Fig. 1: run 1, selected gate families
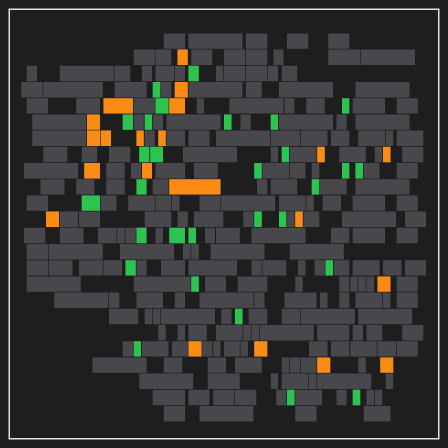
Fig. 2: run 1, routing congestion
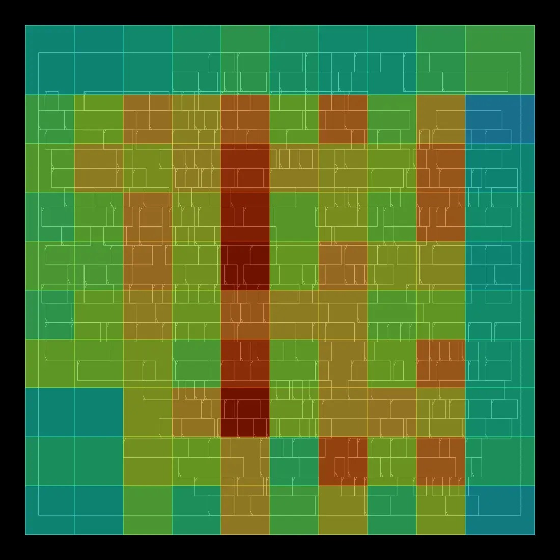
Fig. 3: run 1, placement by cell class
Scale bar: 20 um.
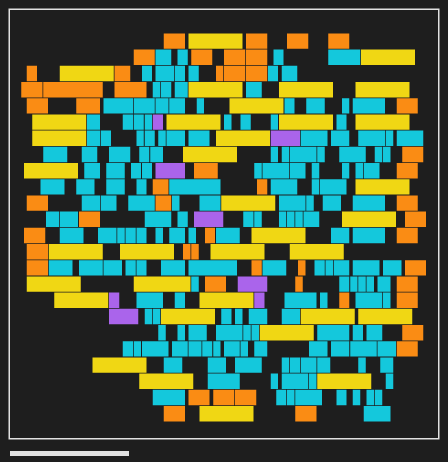
## config.mk

```make
export PLATFORM = sky130hd
export DESIGN_NAME = gate_stream_reducer
export DESIGN_NICKNAME = d
export VERILOG_FILES = /design/src/rtl/gate_stream_reducer.sv
export SDC_FILE = /design/constraint.sdc
export NUM_CORES = 1
export LEC_CHECK = 0
export CORE_MARGIN = 1.5
export CORE_UTILIZATION = 48
export DETAILED_ROUTE_END_ITERATION = 8
export GPL_TIMING_DRIVEN = 0
export PLACE_DENSITY = 0.74
export SETUP_SLACK_MARGIN = 0.5
export SKIP_CTS_REPAIR_TIMING = 1
export SLEW_MARGIN = 20
export SYNTH_ARGS = -nofsm -noshare
export SYNTH_HDL_FRONTEND = slang
export SYNTH_SLANG_ARGS = --single-unit
```

## constraint.sdc

```tcl
create_clock -name clk -period 2.7 [get_ports clk]
set_input_delay 0.27 -clock clk [delete_from_list [all_inputs] [get_ports clk]]
set_output_delay 0.27 -clock clk [all_outputs]
set_load 0.05 [all_outputs]
```

## src/rtl/gate_stream_reducer.sv

```systemverilog
// Burst reducer: folds LEN operand words through one selectable two-input gate,
// bit by bit, and presents the WIDTH-bit result on a valid/ready output stream.
module gate_stream_reducer #(
    parameter int WIDTH   = 8,
    parameter int MAX_LEN = 16,
    parameter int LEN_W   = $clog2(MAX_LEN + 1)
) (
    input  logic             clk,
    input  logic             rst_n,
    input  logic             start,
    input  logic [2:0]       op,
    input  logic [LEN_W-1:0] len,
    input  logic             in_valid,
    output logic             in_ready,
    input  logic [WIDTH-1:0] in_data,
    output logic             out_valid,
    input  logic             out_ready,
    output logic [WIDTH-1:0] out_data,
    output logic             busy,
    output logic             err,
    output logic [1:0]       dbg_state
);

    // Handshakes: a word moves on either stream only in a cycle where both
    // valid and ready are high at the rising edge; in_ready and out_valid are
    // registered and never depend combinationally on the partner's signal.

    typedef enum logic [1:0] {
        S_IDLE = 2'd0,
        S_ACC  = 2'd1,
        S_OUT  = 2'd2
    } state_t;

    localparam logic [2:0] OP_AND  = 3'd0;
    localparam logic [2:0] OP_OR   = 3'd1;
    localparam logic [2:0] OP_NAND = 3'd2;
    localparam logic [2:0] OP_NOR  = 3'd3;
    localparam logic [2:0] OP_XOR  = 3'd4;
    localparam logic [2:0] OP_XNOR = 3'd5;

    state_t           state_q;
    logic [2:0]       op_q;
    logic [LEN_W-1:0] len_q;
    logic [LEN_W-1:0] count_q;
    logic [WIDTH-1:0] acc_q;
    logic [WIDTH-1:0] out_data_q;
    logic             in_ready_q;
    logic             out_valid_q;
    logic             busy_q;
    logic             err_q;

    logic             start_ok;
    logic             beat;
    logic             last_beat;
    logic             invert;
    logic [WIDTH-1:0] merged;
    logic [WIDTH-1:0] acc_d;
    logic [WIDTH-1:0] result_d;
    logic [LEN_W-1:0] count_d;

    always_comb begin
        start_ok = (len != '0) && (len <= LEN_W'(MAX_LEN)) && (op <= OP_XNOR);
        beat     = in_valid && in_ready_q;

        merged = acc_q ^ in_data;
        case (op_q)
            OP_AND, OP_NAND: merged = acc_q & in_data;
            OP_OR,  OP_NOR:  merged = acc_q | in_data;
            default:         merged = acc_q ^ in_data;
        endcase

        // The first beat seeds the accumulator so no identity value is needed.
        acc_d     = (count_q == '0) ? in_data : merged;
        count_d   = count_q + LEN_W'(1);
        last_beat = (count_d == len_q);

        invert   = (op_q == OP_NAND) || (op_q == OP_NOR) || (op_q == OP_XNOR);
        result_d = invert ? ~acc_d : acc_d;
    end

    always_ff @(posedge clk or negedge rst_n) begin
        if (!rst_n) begin
            state_q     <= S_IDLE;
            op_q        <= '0;
            len_q       <= '0;
            count_q     <= '0;
            acc_q       <= '0;
            out_data_q  <= '0;
            in_ready_q  <= 1'b0;
            out_valid_q <= 1'b0;
            busy_q      <= 1'b0;
            err_q       <= 1'b0;
        end else begin
            err_q <= 1'b0;
            case (state_q)
                S_IDLE: begin
                    if (start) begin
                        if (start_ok) begin
                            op_q       <= op;
                            len_q      <= len;
                            count_q    <= '0;
                            in_ready_q <= 1'b1;
                            busy_q     <= 1'b1;
                            state_q    <= S_ACC;
                        end else begin
                            err_q <= 1'b1;
                        end
                    end
                end
                S_ACC: begin
                    if (beat) begin
                        acc_q   <= acc_d;
                        count_q <= count_d;
                        if (last_beat) begin
                            // Inversion happens once, on the finished reduction.
                            out_data_q  <= result_d;
                            out_valid_q <= 1'b1;
                            in_ready_q  <= 1'b0;
                            state_q     <= S_OUT;
                        end
                    end
                end
                S_OUT: begin
                    if (out_valid_q && out_ready) begin
                        out_valid_q <= 1'b0;
                        busy_q      <= 1'b0;
                        state_q     <= S_IDLE;
                    end
                end
                default: begin
                    in_ready_q  <= 1'b0;
                    out_valid_q <= 1'b0;
                    busy_q      <= 1'b0;
                    state_q     <= S_IDLE;
                end
            endcase
        end
    end

    assign in_ready  = in_ready_q;
    assign out_valid = out_valid_q;
    assign out_data  = out_data_q;
    assign busy      = busy_q;
    assign err       = err_q;
    assign dbg_state = state_q;

endmodule

```

==> impl_metrics.ini, run 1 <==
; generated from flow reports
[clock_tree]
clk_pin_slew_ns = 0.07
numCtsBuffers = 5
htreeDepth = 2
clk_latency_ns = 0.28

[pwr]
powerComb_mw = 1.89
seqPwrFrac = 0.294
power_leader = combinational logic
switchingPower_mw = 1.392
finalPower_mw = 3.192
ir_worst_vdd_mv = 0.4974

[setup_path]
r2r_cells = 8
slowest_stage = dfrtp_2
cp.depth = 8
endpoint = out_data[0]
path_max_fanout = 10
critPathTopFamily = AND-OR/OR-AND gates
worst_ep_required_time_ns = 2.86

[drt]
drt-pass1-iter-count = 6
drc_errors = 0
vias = 1727

[layout]
final_common_cell = dfrtp_1
ff_count = 35
combGateArea_um2 = 1215
regArea_um2 = 877.1

[sta]
hold_ws_ns = 0.4618
worst_slack_ns = 0.6120
fmax_mhz = 478.9
fin_setup_tns_ns = 0
grt_setup_unrepaired = false
period_minus_slack_ns = 2.088

[flow_run]
drv_cap = 0

[synthesis]
synthFlopType = dfrtp_1
yosys.area.top_type_share = 0.3848
top_logic_kind = AND-OR/OR-AND gates
largest_area_cell = dfrtp_1
synth_adder_area_share = 0.09896
async_flop_share = 1.000
simple_gate_area_frac = 0.1281
ys_cells = 228
ys_ff = 35
yosysMostFrequentCell = dfrtp_1

[global_routing]
grt_busiest_layer = met2

[die]
initCoreUtil = 0.5121

[placement]
placed_area_um2 = 2704

[run_status]
status = completed
-- Fig. 1 (at the start) --
color	family	cells	most used
orange	nor cells	21	nor2b_1
green	nand cells	29	nand2_1
Final Non-Filler Cells: 327
Comb/total area: 0.4300

-- Fig. 2 (at the start) --
met1 Usage GRT: 0.2500
routing usage on met2: 0.3189
Final Util: 0.6357

-- Fig. 3 (at the start) --
color	class	cells
yellow	sequential cells	35
orange	remaining buffers and delay cells	51
purple	clock drivers and dummy loads	8
cyan	combinational and other logic	181
core area: 4444 um2
num rows: 24
Final Instance Area: 2825 um2

==> inputs of run 2 (changes only) <==
PLACE_DENSITY = 0.77   (was 0.74)
clock period = 1.9 ns   (was 2.7 ns; I/O delays follow)
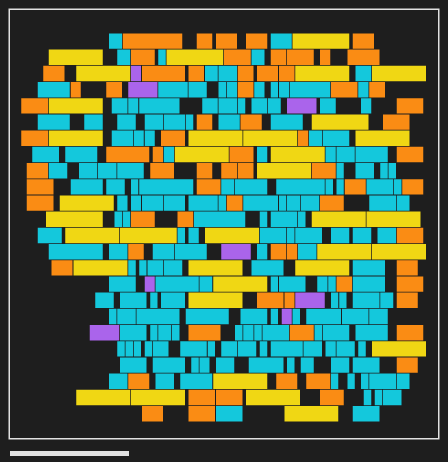
Fig. 4. Placement by cell class (run 2).
Scale bar: 20 um.
color	class	cells
yellow	sequential cells	35
purple	clock drivers and dummy loads	8
orange	remaining buffers and delay cells	72
cyan	combinational and other logic	181
sequential cell area share: 0.2635
Final Instance Area: 3348 um2

==> run 2 against run 1 <==
Net effect:
- the flow now finishes with violations (setup timing)
- non-clock buffer count grew 21
- hold slack lost 0.28 ns
- critical path depth is the same
- clock-buffer cell count is the same
- final cell count grew 6.4%
- global-route usage grew 1.5 points
- sequential power grew 47%
- clock skew grew 0.0013 ns
- utilization grew 12 points
- largest power group unchanged
==> impl_metrics.ini, run 2 <==
; generated from flow reports
[layout]
final_common_cell = dfrtp_1
combGateArea_um2 = 1453
comb_area_frac = 0.4339
fin_util = 0.7534
ff_count = 35

[sta]
worst_slack_ns = -0.1931
grt_setup_unrepaired = true
setup_viol = 8
hold_ws_ns = 0.1789
period_minus_slack_ns = 2.093
fmax_mhz = 477.8

[clock_tree]
numCtsBuffers = 5
htreeDepth = 2
clk_latency_ns = 0.30

[run_status]
violations = setup timing
status = finished, violations left

[drt]
vias = 1895
drc_errors = 0

[die]
fp-row-count = 24
initCoreUtil = 0.5121
coreArea_um2 = 4444

[setup_path]
path_max_fanout = 10

[synthesis]
largest_area_cell = dfrtp_1
synth_adder_area_share = 0.09896
ys_cells = 228
simple_gate_area_frac = 0.1281
yosys.area.top_type_share = 0.3848
yosysMostFrequentCell = dfrtp_1
top_logic_kind = AND-OR/OR-AND gates
async_flop_share = 1.000
synthFlopType = dfrtp_1
ys_ff = 35

[pwr]
seqPwrFrac = 0.260

[flow_run]
drv_cap = 0

[global_routing]
grt_busiest_layer = met2
global_route.usage.met2 = 0.3333
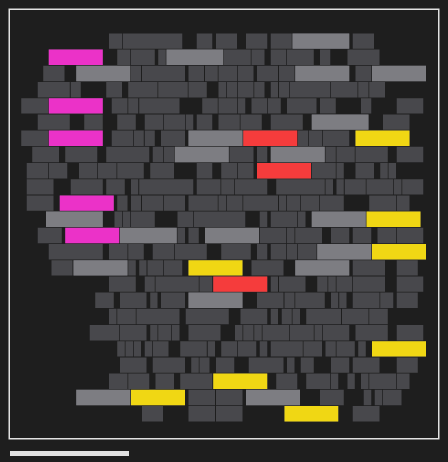
Fig. 5. Sequential cells grouped by signal name (run 2).
Scale bar: 20 um. Other sequential cells in the stronger gray, the rest of the logic in the fainter gray.
color	netlist name	sequential cells
magenta	`len_q`	5
yellow	`out_data`	8
red	`op_q`	3
not colored	19
register area: 882.1 um2
seq pwr: 1.38 mW

No activity file was given, so power comes from the tool's default toggle rates.
